**src/rtl/fp_div_if.sv**
```systemverilog
// ---------------------------------------------------------------------------
// fp_div_if -- start/done handshake bundle for the sequential FP divider.
//
//   start        requester -> divider  request, sampled only while idle
//   a, b         requester -> divider  dividend / divisor, IEEE-754 single
//   busy         divider -> requester  high while an operation is in flight
//   done         divider -> requester  one-cycle pulse, result valid
//   result       divider -> requester  quotient, held until next accepted start
//   div_by_zero  divider -> requester  finite nonzero / zero flag, held with result
//
// Modports: master = requester side, slave = divider side.
// ---------------------------------------------------------------------------
interface fp_div_if;
    logic        start;
    logic [31:0] a;
    logic [31:0] b;
    logic        busy;
    logic        done;
    logic [31:0] result;
    logic        div_by_zero;

    modport master (
        output start, a, b,
        input  busy, done, result, div_by_zero
    );

    modport slave (
        input  start, a, b,
        output busy, done, result, div_by_zero
    );
endinterface : fp_div_if

```
**src/rtl/fp_div_seq.sv**
```systemverilog
// ---------------------------------------------------------------------------
// fp_div_seq -- iterative IEEE-754 single-precision divider.
//
// One quotient bit per clock from a restoring shift-subtract loop. Operands
// with a zero exponent are treated as zero (denormals flushed); the quotient
// is truncated and out-of-range exponents saturate to signed inf / zero.
//
// Ports:
//   clk    rising-edge clock
//   rst_n  asynchronous active-low reset; abandons any operation in flight
//   bus    fp_div_if.slave: start, a, b in; busy, done, result,
//          div_by_zero out
//
// Flow: IDLE -> SPECIAL -> IDLE           (NaN / inf / zero operands)
//       IDLE -> DIV (25 cycles) -> NORM -> IDLE
// ---------------------------------------------------------------------------
module fp_div_seq #(
    parameter int BIAS  = 127,
    parameter int QBITS = 25
) (
    input  logic     clk,
    input  logic     rst_n,
    fp_div_if.slave  bus
);
    localparam int          QTOP = QBITS - 1;
    localparam logic [31:0] QNAN = 32'h7FC0_0000;

    typedef enum logic [1:0] {
        S_IDLE    = 2'd0,
        S_SPECIAL = 2'd1,
        S_DIV     = 2'd2,
        S_NORM    = 2'd3
    } state_t;

    // Outcome of operand classification, decided once at accept time.
    typedef struct packed {
        logic        special;
        logic        dbz;
        logic [31:0] word;
    } spec_t;

    function automatic spec_t classify(input logic [31:0] x, input logic [31:0] y);
        spec_t r;
        logic  x_zero, x_inf, x_nan, y_zero, y_inf, y_nan, s;
        x_zero = (x[30:23] == 8'h00);
        x_inf  = (x[30:23] == 8'hFF) && (x[22:0] == 23'd0);
        x_nan  = (x[30:23] == 8'hFF) && (x[22:0] != 23'd0);
        y_zero = (y[30:23] == 8'h00);
        y_inf  = (y[30:23] == 8'hFF) && (y[22:0] == 23'd0);
        y_nan  = (y[30:23] == 8'hFF) && (y[22:0] != 23'd0);
        s      = x[31] ^ y[31];
        r      = '0;
        if (x_nan || y_nan || (x_zero && y_zero) || (x_inf && y_inf)) begin
            r.special = 1'b1;
            r.word    = QNAN;
        end else if (x_inf) begin
            r.special = 1'b1;
            r.word    = {s, 8'hFF, 23'd0};
        end else if (y_zero) begin
            // x is finite and nonzero here: the only divide-by-zero case.
            r.special = 1'b1;
            r.dbz     = 1'b1;
            r.word    = {s, 8'hFF, 23'd0};
        end else if (x_zero || y_inf) begin
            r.special = 1'b1;
            r.word    = {s, 31'd0};
        end
        return r;
    endfunction

    state_t             state_q,  state_d;
    logic [31:0]        spec_word_q, spec_word_d;
    logic               spec_dbz_q,  spec_dbz_d;
    logic               sign_q,   sign_d;
    logic signed [9:0]  exp_q,    exp_d;
    logic [25:0]        rem_q,    rem_d;
    logic [23:0]        div_q,    div_d;
    logic [QTOP:0]      q_q,      q_d;
    logic [4:0]         cnt_q,    cnt_d;
    logic [31:0]        result_q, result_d;
    logic               dbz_q,    dbz_d;
    logic               done_q,   done_d;

    spec_t              acc_spec;
    logic               ge;
    logic [25:0]        rem_sub;
    logic signed [9:0]  exp_n;
    logic [22:0]        frac;

    // NOTE: state flops use non-blocking assignments so every flop samples
    // the pre-edge value of its neighbours, exactly like real registers.
    always_ff @(posedge clk or negedge rst_n) begin
        if (!rst_n) begin
            state_q     <= S_IDLE;
            spec_word_q <= '0;
            spec_dbz_q  <= 1'b0;
            sign_q      <= 1'b0;
            exp_q       <= '0;
            rem_q       <= '0;
            div_q       <= '0;
            q_q         <= '0;
            cnt_q       <= '0;
            result_q    <= '0;
            dbz_q       <= 1'b0;
            done_q      <= 1'b0;
        end else begin
            state_q     <= state_d;
            spec_word_q <= spec_word_d;
            spec_dbz_q  <= spec_dbz_d;
            sign_q      <= sign_d;
            exp_q       <= exp_d;
            rem_q       <= rem_d;
            div_q       <= div_d;
            q_q         <= q_d;
            cnt_q       <= cnt_d;
            result_q    <= result_d;
            dbz_q       <= dbz_d;
            done_q      <= done_d;
        end
    end

    // NOTE: every signal written below gets a default first, so no path
    // through the case statement can leave one unassigned and infer a latch.
    always_comb begin
        state_d     = state_q;
        spec_word_d = spec_word_q;
        spec_dbz_d  = spec_dbz_q;
        sign_d      = sign_q;
        exp_d       = exp_q;
        rem_d       = rem_q;
        div_d       = div_q;
        q_d         = q_q;
        cnt_d       = cnt_q;
        result_d    = result_q;
        dbz_d       = dbz_q;
        done_d      = 1'b0;

        acc_spec = classify(bus.a, bus.b);

        // One restoring step: subtract when the partial remainder covers d.
        ge      = (rem_q >= {2'b00, div_q});
        rem_sub = ge ? (rem_q - {2'b00, div_q}) : rem_q;

        // Quotient lies in (0.5, 2): a clear integer bit means one more
        // left shift of the fraction and one less on the exponent.
        exp_n = q_q[QTOP] ? exp_q : (exp_q - 10'sd1);
        frac  = q_q[QTOP] ? q_q[QTOP-1:1] : q_q[QTOP-2:0];

        case (state_q)
            S_IDLE: begin
                // The done cycle is already IDLE; a start there is ignored.
                if (bus.start && !done_q) begin
                    spec_word_d = acc_spec.word;
                    spec_dbz_d  = acc_spec.dbz;
                    sign_d      = bus.a[31] ^ bus.b[31];
                    exp_d       = $signed({2'b00, bus.a[30:23]} - {2'b00, bus.b[30:23]}
                                          + 10'(BIAS));
                    rem_d       = {2'b00, 1'b1, bus.a[22:0]};
                    div_d       = {1'b1, bus.b[22:0]};
                    q_d         = '0;
                    cnt_d       = '0;
                    dbz_d       = 1'b0;
                    state_d     = acc_spec.special ? S_SPECIAL : S_DIV;
                end
            end
            S_SPECIAL: begin
                result_d = spec_word_q;
                dbz_d    = spec_dbz_q;
                done_d   = 1'b1;
                state_d  = S_IDLE;
            end
            S_DIV: begin
                q_d   = {q_q[QTOP-1:0], ge};
                rem_d = rem_sub << 1;
                cnt_d = cnt_q + 5'd1;
                if (cnt_q == 5'(QTOP)) begin
                    state_d = S_NORM;
                end
            end
            S_NORM: begin
                if (exp_n >= 10'sd255) begin
                    result_d = {sign_q, 8'hFF, 23'd0};
                end else if (exp_n <= 10'sd0) begin
                    result_d = {sign_q, 31'd0};
                end else begin
                    result_d = {sign_q, exp_n[7:0], frac};
                end
                dbz_d   = 1'b0;
                done_d  = 1'b1;
                state_d = S_IDLE;
            end
            default: begin
                state_d = S_IDLE;
            end
        endcase
    end

    assign bus.busy        = (state_q != S_IDLE);
    assign bus.done        = done_q;
    assign bus.result      = result_q;
    assign bus.div_by_zero = dbz_q;

endmodule : fp_div_seq

```
**src/flat_wrapper.sv**
```systemverilog
// flat-port wrapper written by rule: the top's interface ports become plain ports
module fp_div_seq_flat 
#(
    parameter int BIAS  = 127,
    parameter int QBITS = 25
)
  (clk, rst_n, bus_start, bus_a, bus_b, bus_busy, bus_done, bus_result, bus_div_by_zero);
  fp_div_if bus_i ();
  input  logic clk;
  input  logic rst_n;
  input wire logic [$bits(bus_i.start)-1:0] bus_start;
  input wire logic [$bits(bus_i.a)-1:0] bus_a;
  input wire logic [$bits(bus_i.b)-1:0] bus_b;
  output wire logic [$bits(bus_i.busy)-1:0] bus_busy;
  output wire logic [$bits(bus_i.done)-1:0] bus_done;
  output wire logic [$bits(bus_i.result)-1:0] bus_result;
  output wire logic [$bits(bus_i.div_by_zero)-1:0] bus_div_by_zero;
  assign bus_i.start = bus_start;
  assign bus_i.a = bus_a;
  assign bus_i.b = bus_b;
  assign bus_busy = bus_i.busy;
  assign bus_done = bus_i.done;
  assign bus_result = bus_i.result;
  assign bus_div_by_zero = bus_i.div_by_zero;
  fp_div_seq #(.BIAS(BIAS), .QBITS(QBITS)) u_core (.clk(clk), .rst_n(rst_n), .bus(bus_i));
endmodule
```
**config.mk**
```make
export PLATFORM = sky130hd
export DESIGN_NAME = fp_div_seq_flat
export DESIGN_NICKNAME = d
export VERILOG_FILES = /design/src/rtl/fp_div_if.sv /design/src/rtl/fp_div_seq.sv /design/src/flat_wrapper.sv
export SDC_FILE = /design/constraint.sdc
export NUM_CORES = 1
export LEC_CHECK = 0
export ABC_AREA = 0
export CAP_MARGIN = 15
export CORE_MARGIN = 4
export CORE_UTILIZATION = 35
export DETAILED_ROUTE_END_ITERATION = 10
export RECOVER_POWER = 100
export SYNTH_ARGS = -nofsm -noshare
export SYNTH_HDL_FRONTEND = slang
export SYNTH_SLANG_ARGS = --single-unit
```
**constraint.sdc**
```tcl
create_clock -name clk -period 6.1 [get_ports clk]
set_clock_uncertainty 0.1 [all_clocks]
set_input_delay 0.61 -clock clk [delete_from_list [all_inputs] [get_ports clk]]
set_output_delay 0.61 -clock clk [all_outputs]
set_load 0.1 [all_outputs]
```
==> reports/results.tsv, run 1 <==
metric	value	unit
cell accounting for the most synthesized area	dfrtp_1	
top-count cell post-synth	dfrtp_1	
Die Wd	158	um
largest net degree at the start of global routing	82	
Clock Path Buffers	2	
maximum VDD drop	0.268	mV
maximum fanout along the worst path	44	
Core Util at FP	0.359	
Clock Sinks	131	
drt pass-1 iters	5	
Synth top cells by count	131 x dfrtp_1, 128 x nand2_1, 73 x o21ai_0	
die height	158	um
placed cells	1210	
first-pass GRT wire length	33.2	mm
pwr dens	654	nW/um^2
gr ovfl total	0	
EDFF count, synth	0	
Synth Area per Inst	9.07	sq um
multi-input combinational cell area	4140	sq um
failing checks	max-capacitance violations, max-slew violations	
initial antenna violation count	0	
Top-area cell share	0.415	
final hold violation count	0	
HPWL after DPL	14.4	mm
syn nets	976	
Routed Antenna Nets	0	
Num CTS Buffers	17	
Tool Warnings	27	
DR WL/cell	16.2	um
count of pins over their slew limit	185	
result of the run	finished, violations left	
cycle use final	0.755	
fmax	217	MHz
Diodes inserted	0	
Maximum Capacitance Violations	4	
Setup Buffers After CTS	0	
# DRC	0	
CTS Hold Bufs	0	
register area	3280	sq um
Cell Area, Synth	7900	sq um
Pwr Total	6.29	mW
routability cong.	0.859	
drt total wl	20.1	mm
WS Path Type	in -> reg	
share of layout cells above drive strength 1	0.0572	
H-tree levels	4	
violation tally from detailed-route iteration zero	325	
die area	25000	sq um
Final #Nets	1055	
drt via density	5.31	
RSZ-0062 raised after global routing	false	
-- run 1: per-stage QoR --
stage                     setup slack [ps]  area (sq um)  hold slack, ps
after floorplan                       3040          7900             214
after global placement                2530          9060             331
after detailed placement              2470          9060             334
after CTS                             2450          9640             313
after global routing                  1220          9620             364
final                                 1500          9620             343
-- run 1: final timing paths --
check / from / endpoint / slack [ps] / cells after the start
max in group asynchronous: rst_n / u_core.rem_q[12] / 2250 / 2
min: u_core.div_q[23] / u_core.div_q[23] / 340 / 2
min in group asynchronous: rst_n / u_core.bus.result[16] / 750 / 1
max: bus_start / u_core.rem_q[14] / 1500 / 8
min reg2reg: u_core.div_q[23] / u_core.div_q[23] / 340 / 2
max reg2reg: u_core.state_q[1] / u_core.rem_q[14] / 1660 / 7
-- run 1: layer usage --
layer,global-route usage,routed length (um),vias to the layer above
met4,0.0512,382,0
li1,-,-,3274
met2,0.254,9100,141
met1,0.234,9650,3153
met3,0.0378,956,21
met5,0,0,-
-- run 1: cells by family after synthesis --
family                     share of synthesized area
adders and majority gates                     0.0621
buffers and inverters                         0.0605
xor gates and xnor gates                      0.0466
muxes                                         0.0578
AOI/OAI and AO/OA                              0.184
and+or+nand+nor                                0.175
DFF                                            0.415
-- run 1: sequential cells by signal, indices dropped and copies added, names as in the netlist --
| name | flops |
|---|---|
| u_core.bus.result | 32 |
| u_core.exp_q | 10 |
| u_core.sign_q | 1 |
| u_core.bus.done | 1 |
| u_core.div_q | 24 |
| u_core.state_q | 2 |
| u_core.cnt_q | 5 |
| u_core.spec_word_q | 3 |
| u_core.q_q | 25 |
| u_core.rem_q | 26 |
| u_core.bus.div_by_zero | 1 |
| u_core.spec_dbz_q | 1 |
-- run 1: critical path, cell delays in order --
cell and delay [ps]:
dlygate4sd3_1 560, or3b_2 500, nor2_1 2020, nor2_1 280
buf_4 370, a22o_1 210, a31oi_1 130, o21ai_0 100
-- run 1: area by class of cell --
class,instances,share of cell area
sequential,131,0.341
multi-input combinational,636,0.431
timing repair buffer,110,0.111
clock inverter,13,0.0141
clock buffer,18,0.0457
inverter,54,0.0211
tap,280,0.0364
-- run 1: placed cells by master, fill, tap and decap left out, drive strengths merged, types with 11 or more instances in the layout --
master and count:
inv 55, nor2 37, nand3 41, dlygate4sd3 36, a31oi 11, nor4 19, o21ai 74, clkbuf 20
nand2 128, xor2 23, a22oi 21, o2bb2ai 22, dfrtp 131, xnor2 19, nor3 14, clkdlybuf4s50 64
ha 36, mux2i 40, nand4 12, a21oi 37
-- run 1: report_power, final --
group / switching, mW / internal (mW) / total [mW]
clock network: 0.396 / 0.609 / 1.01
logic: 2.39 / 1.31 / 3.70
registers: 0.315 / 1.27 / 1.58
total: 3.10 / 3.19 / 6.29
==> run_1/final_placement.png <==
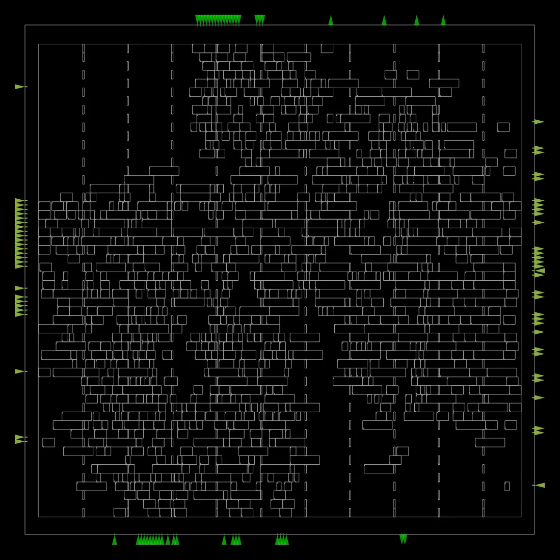
Core Area: 22000 sq um
Final Non-Filler Cells: 1242
FP Rows: 54
flip-flops: 131
fill count: 2164

==> run_1/metal_stack.png <==
(2 px per um) Two of the layers only.
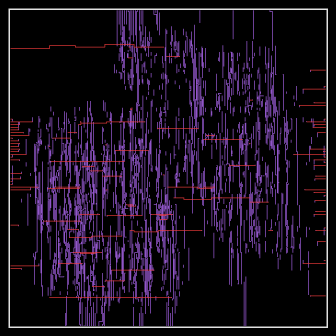
Key: met2 = purple [wire length 9100 um]; met3 = red [wire length 956 um]

==> run_1/gate_families.png <==
(2 px per um)
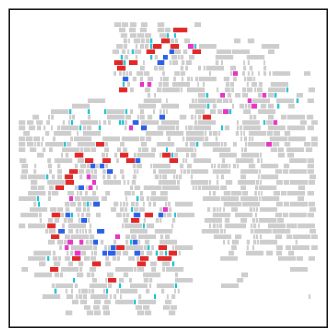
Key: inverters = cyan [cells 54]; adder and majority cells = red [cells 38]; AND-OR and OR-AND gates = blue [cells 25]; AND and OR gates = magenta [cells 22]
Comb area share: 0.431
most frequent logic cell in the layout: dfrtp_1

==> run_1/wire_density.png <==
(1.5 px per um) 32 x 32 tiles, from dark purple (low) to yellow (high), scaled to the fullest tile. Values are wire area over tile area, all layers added.
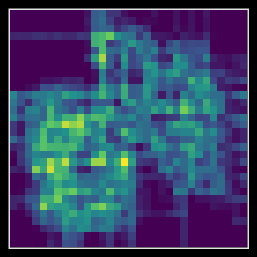
The emptiest ninth of the die: upper left. The fullest tile reaches 0.51. The mean over all tiles is 0.13. 14% of the tiles are over half the peak. 24% of the tiles are nearly empty.

==> run_1/zoom.png <==
Region (64, 64) to (94, 94) um. Cells in grey, sequential cells in the stronger grey; small squares are vias.
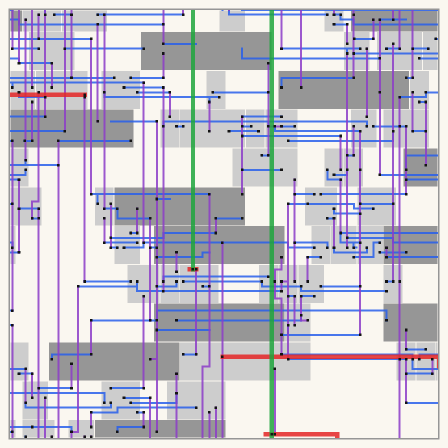

--- run 2 (diff from run 1) ---
==> constraint.sdc (replaced) <==
create_clock -name clk -period 4.45 [get_ports clk]
set_clock_uncertainty 0.1 [all_clocks]
set_input_delay 0.445 -clock clk [delete_from_list [all_inputs] [get_ports clk]]
set_output_delay 0.445 -clock clk [all_outputs]
set_load 0.1 [all_outputs]
==> run_2/zoom.png <==
Region (64, 64) to (94, 94) um. Cells in grey, sequential cells in the stronger grey; small squares are vias.
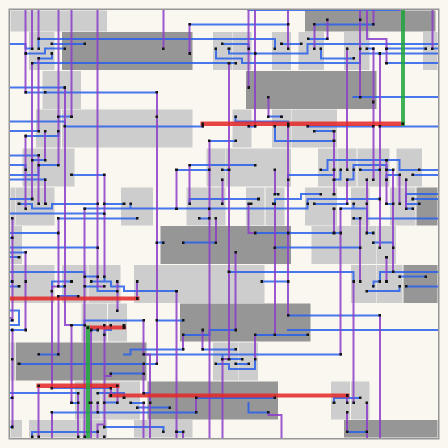
Key: met2 = purple; met1 = blue; met4 = green; met3 = red
Netlist names of flops here include u_core.cnt_q (3), u_core.rem_q (2), u_core.state_q (2). Sequential cells in the window: 7. 51 logic cells have their middle in the window. Most frequent: nand2_1 (7), o21ai_0 (7), dfrtp_1 (7).

==> run 2 against run 1 <==
The run still ends with max-capacitance violations, max-slew violations left. Largest cell class unchanged. Critical path depth rose by 2. Non-clock buffer count rose by 4. Critical path type is now reg -> reg. Register-to-register slack got worse by 860 ps.
==> reports/results.tsv, run 2 <==
metric	value	unit	change
result of the run	finished, violations left		
failing checks	max-capacitance violations, max-slew violations		
cycle use final	0.821		
die height	158	um	unchanged
HPWL after DPL	14.4	mm	-0.27%
crit path from	u_core.rem_q[11]		
syn nets	976		unchanged
violation tally from detailed-route iteration zero	287		-12%
Tool Warnings	27		unchanged
setup slack after layout	798	ps	-698 ps
Core Area	22000	sq um	unchanged
Routed Antenna Nets	0		unchanged
Core Util at FP	0.359		unchanged
Critical Path Slowest Stage Cell	clkbuf_1		
cell accounting for the most synthesized area	dfrtp_1		
die area	25000	sq um	unchanged
Clock Sinks	131		unchanged
maximum VDD drop	0.370	mV	+38%
count of pins over their slew limit	192		+3.8%
gr ovfl total	0		unchanged
Cell Area, Synth	7900	sq um	unchanged
fin area	9640	sq um	+0.29%
fmax	274	MHz	
Maximum Capacitance Violations	4		unchanged
FP Rows	54		unchanged
first-pass GRT wire length	32.7	mm	-1.4%
Top-area cell share	0.415		unchanged
drt pass-1 iters	5		unchanged
routability cong.	0.842		-2.0%
critical-path cell list	ha_1, a21oi_1, nand2_1, o21ai_0, nor2_1, a221o_1, a21oi_1, clkbuf_1, nand2b_1, o21ai_0		
Final #Nets	1059		+0.38%
FF-to-FF Start	u_core.rem_q[11]		
most frequent logic cell in the layout	dfrtp_1		
most frequent cells in the layout	131 x dfrtp_1, 128 x nand2_1, 73 x o21ai_0, 65 x clkdlybuf4s50_1, 53 x inv_1		
Diodes inserted	0		unchanged
WS Path Type	reg -> reg		
placed cell areas	9100	sq um	+0.41%
max FFs per register	32		unchanged
drt via density	5.29		-0.27%
Worst path max stage delay	720	ps	-1300 ps
pwr dens	896	nW/um^2	+37%
Die Wd	158	um	unchanged
Hold Startpoint	u_core.div_q[23]		
==> run_2/wire_density.png <==
(1.5 px per um) 32 x 32 tiles, from dark purple (low) to yellow (high), scaled to the fullest tile. Values are wire area over tile area, all layers added.
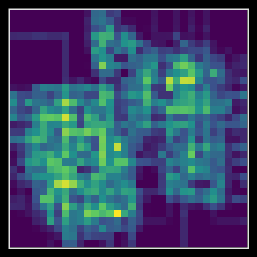
The emptiest ninth of the die: upper left. The fullest tile reaches 0.47. The densest ninth of the die: middle left.

## run 2: critical path: cells and delay by family, from the launching register on
kind,cells,cell delay (ps)
AND-OR/OR-AND,5,1310
buffers and inverters,1,720
AND/OR/NAND/NOR,3,600
flip-flops,1,400
adder cells (fa/ha/maj),1,390
## run 2: metal layers
| metal | GRT usage | routed length, um | vias to the layer above |
|---|---|---|---|
| li1 | - | - | 3289 |
| met1 | 0.228 | 9640 | 3134 |
| met2 | 0.258 | 9100 | 144 |
| met3 | 0.0321 | 943 | 15 |
| met4 | 0.0414 | 173 | 0 |
| met5 | 0 | 0 | - |
## run 2: through the flow
stage / power [mW] / hold slack [ps]
floorplan: 6.14 / 49.4
global placement: 7.24 / 336
CTS: 8.77 / 95.8
global route: 9.34 / 369
finish: 8.64 / 350
detailed placement: 7.29 / 343
## run 2: final cells by class
cell class / count / area (sq um) / share of cell area
multi-input combinational: 636 / 4140 / 0.429
inverter: 54 / 203 / 0.0210
timing repair buffer: 114 / 1080 / 0.112
sequential: 131 / 3280 / 0.340
clock buffer: 20 / 467 / 0.0484
tap: 280 / 350 / 0.0363
clock inverter: 9 / 131 / 0.0136
## run 2: cell families after synthesis
group	count (synthesis)	synth area share
DFF	131	0.415
and+or+nand+nor	292	0.175
xor gates and xnor gates	42	0.0466
buffers and inverters	104	0.0605
muxes	45	0.0578
adders and majority gates	38	0.0621
AOI/OAI and AO/OA	219	0.184
## run 2: final timing paths
| path | depth (start not counted) | endpoint | slack [ps] |
|---|---|---|---|
| worst max register to register | 10 | u_core.rem_q[22] | 800 |
| max in group asynchronous | 2 | u_core.rem_q[13] | 1400 |
| min in group asynchronous | 1 | u_core.q_q[16] | 380 |
| worst min register to register | 2 | u_core.div_q[23] | 350 |
| worst min-delay path | 2 | u_core.div_q[23] | 350 |
| worst max-delay path | 10 | u_core.rem_q[22] | 800 |
## run 2: where the power goes
group | leakage (nW) | total (mW) | internal (mW) | switching [mW]
logic | 2.27 | 5.06 | 1.79 | 3.26
clock network | 0.286 | 1.43 | 0.914 | 0.512
registers | 1.67 | 2.16 | 1.73 | 0.420
total | 4.23 | 8.64 | 4.44 | 4.19
==> run_2/metal_stack.png <==
(2 px per um) Two of the layers only.
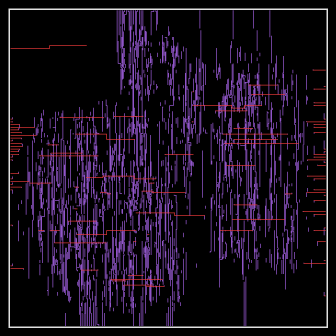

--- run 3 (diff from run 2) ---
==> constraint.sdc (replaced) <==
create_clock -name clk -period 2.9 [get_ports clk]
set_clock_uncertainty 0.1 [all_clocks]
set_input_delay 0.29 -clock clk [delete_from_list [all_inputs] [get_ports clk]]
set_output_delay 0.29 -clock clk [all_outputs]
set_load 0.1 [all_outputs]
==> run_3/metal_stack.png <==
(2 px per um) Two of the layers only.
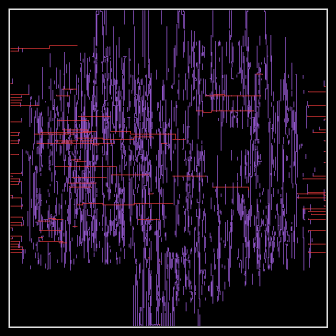
aggregate global-route resource usage: 0.169
Vias: 6825
drt total wl: 21.4 mm
DR WL/cell: 16.4 um

==> run_3/zoom.png <==
Region (64, 64) to (94, 94) um. Cells in grey, sequential cells in the stronger grey; small squares are vias.
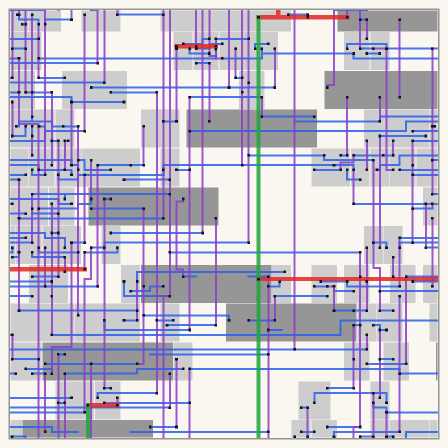
Key: met1 = blue; met3 = red; met2 = purple; met4 = green
59 logic cells have their middle in the window. Sequential cells in the window: 7. Most frequent: dfrtp_1 (7), nand2_1 (6). Netlist names of flops here include u_core.cnt_q (3), u_core.div_q (3).

==> run 3 against run 2 <==
The flow still finishes with violations (max-capacitance violations, max-slew violations). Worst hold slack worse by 0.99 ps. Sequential share of layout area down 2.3 points. Count of clock-buffer cells in the layout fell by 1. Non-clock buffer count increased by 59. Core utilization up 3.1 points. Fmax is 26% higher. Flip-flop count unchanged. Largest power group unchanged.
==> reports/results.tsv, run 3 <==
metric	value	unit	change
Reg2Reg Depth	9		-1
placed cell areas	9470	sq um	+4.0%
R2R Setup Slk	5	ps	-790 ps
Maximum Capacitance Violations	1		-3
FP Rows	54		unchanged
Pwr Total	14.6	mW	+69%
Critical Path Slowest Stage Cell	or4_4		
routed wl met2	10.3	mm	+13%
result of the run	finished, violations left		
cycle use final	0.998		+0.178
fin area	10300	sq um	+7.2%
Reg power frac	0.229		-0.021
setup slack after layout	4.98	ps	-793 ps
Switching Fraction	0.482		-0.00371
Tool Warnings	28		+3.7%
critical-path cell list	or4_4, o31ai_4, o21ai_2, a31oi_1, nor3_1, or3_1, or3b_4, clkbuf_16, o2bb2ai_2		
Clock power frac	0.146		-0.019
most frequent cells in the layout	131 x dfrtp_1, 128 x nand2_1, 64 x clkdlybuf4s50_1, 58 x o21ai_0, 50 x buf_4		
R2R Path End	u_core.bus.result[2]		
Sw Pwr	7.04	mW	+68%
die height	158	um	unchanged
Final #Nets	1118		+5.6%
max FFs per register	32		unchanged
WS Path Type	reg -> reg		
maximum VDD drop	0.642	mV	+74%
mux share	0.0578		unchanged
Largest logic family	AND-OR/OR-AND gates		
most frequent logic cell in the layout	dfrtp_1		
Logic pwr share	0.625		+0.040
Hold Startpoint	u_core.div_q[23]		
Max Used Layer	met4		
Internal	7.57	mW	+70%
Worst path max stage delay	580	ps	-140 ps
failing checks	max-capacitance violations, max-slew violations		
die area	25000	sq um	unchanged
worst hold slack	349	ps	-0.994 ps
Core Util at FP	0.359		unchanged
area fraction in xor and xnor cells	0.0466		unchanged
Core Area	22000	sq um	unchanged
HPWL after DPL	15.1	mm	+5.1%
cell accounting for the most synthesized area	dfrtp_1		
Die Wd	158	um	unchanged
count of pins over their slew limit	35		-82%
gr ovfl total	0		unchanged
routability cong.	0.887		+5.3%
drt pass-1 iters	6		+1
Adder-Cell Fraction of Synth Area	0.0621		unchanged
Cells on Worst Hold Path	2		unchanged
violation tally from detailed-route iteration zero	324		+13%
[run 3: cell counts after synthesis]
No cell type changed its count.
[run 3: layer usage]
layer / global-route usage / vias up
met4: 0.0325 / 0
met2: 0.282 / 144
met5: 0 / -
met3: 0.0345 / 13
li1: - / 3400
met1: 0.229 / 3268
[run 3: power by group through the flow]
stage / clock network (mW) / logic [mW] / registers [mW]
3_3_place_gp: 0 / 8.52 / 3.30
6_report: 2.13 / 9.13 / 3.34
4_1_cts: 2.18 / 8.69 / 3.30
5_1_grt: 2.27 / 10.0 / 3.46
2_1_floorplan: 0 / 5.01 / 4.47
3_5_place_dp: 0 / 8.61 / 3.32
[run 3: worst max path at each step]
stage,startpoint,to,slack (ps),cells past startpoint
global placement,bus_a[23],u_core.exp_q[9],-80,11
floorplan,u_core.exp_q[0],u_core.bus.result[12],5,12
global route,u_core.exp_q[1],u_core.bus.result[15],-120,9
detailed placement,bus_a[23],u_core.exp_q[9],-120,11
finish,u_core.exp_q[1],u_core.bus.result[2],5,9
CTS,u_core.exp_q[1],u_core.bus.result[5],0.9,11
[run 3: what timing repair did]
item                       in CTS  in global routing
gates resized                   2                 69
hold buffers                    1                  0
pin swaps                       1                 36
hold endpoints to repair       33                  0
buffers inserted                0                  5
cloned                          0                  4
setup endpoints to repair      20                 57
[run 3: cell families after synthesis]
logic type / after synthesis
buf+inv: 104
xor+xnor: 42
compound gates: 219
fa+ha+maj: 38
simple gates: 292
mux: 45
flops: 131
[run 3: layout make-up]
cell class / instances / area [sq um] / share of cell area
Clock inverter: 12 / 130 / 0.0126
Inverter: 54 / 203 / 0.0196
Clock buffer: 19 / 453 / 0.0438
Timing Repair Buffer: 173 / 1440 / 0.139
Tap cell: 280 / 350 / 0.0339
Multi-Input combinational cell: 636 / 4480 / 0.434
Sequential cell: 131 / 3280 / 0.317
[run 3: critical path: cells and delay by family (launching register included)]
kind / cells / cell delay [ps]
and+or+nand+nor: 4 / 1510
AOI/OAI and AO/OA: 4 / 590
DFF: 1 / 420
buffers and inverters: 1 / 210
No activity file was given, so power comes from the tool's default toggle rates.
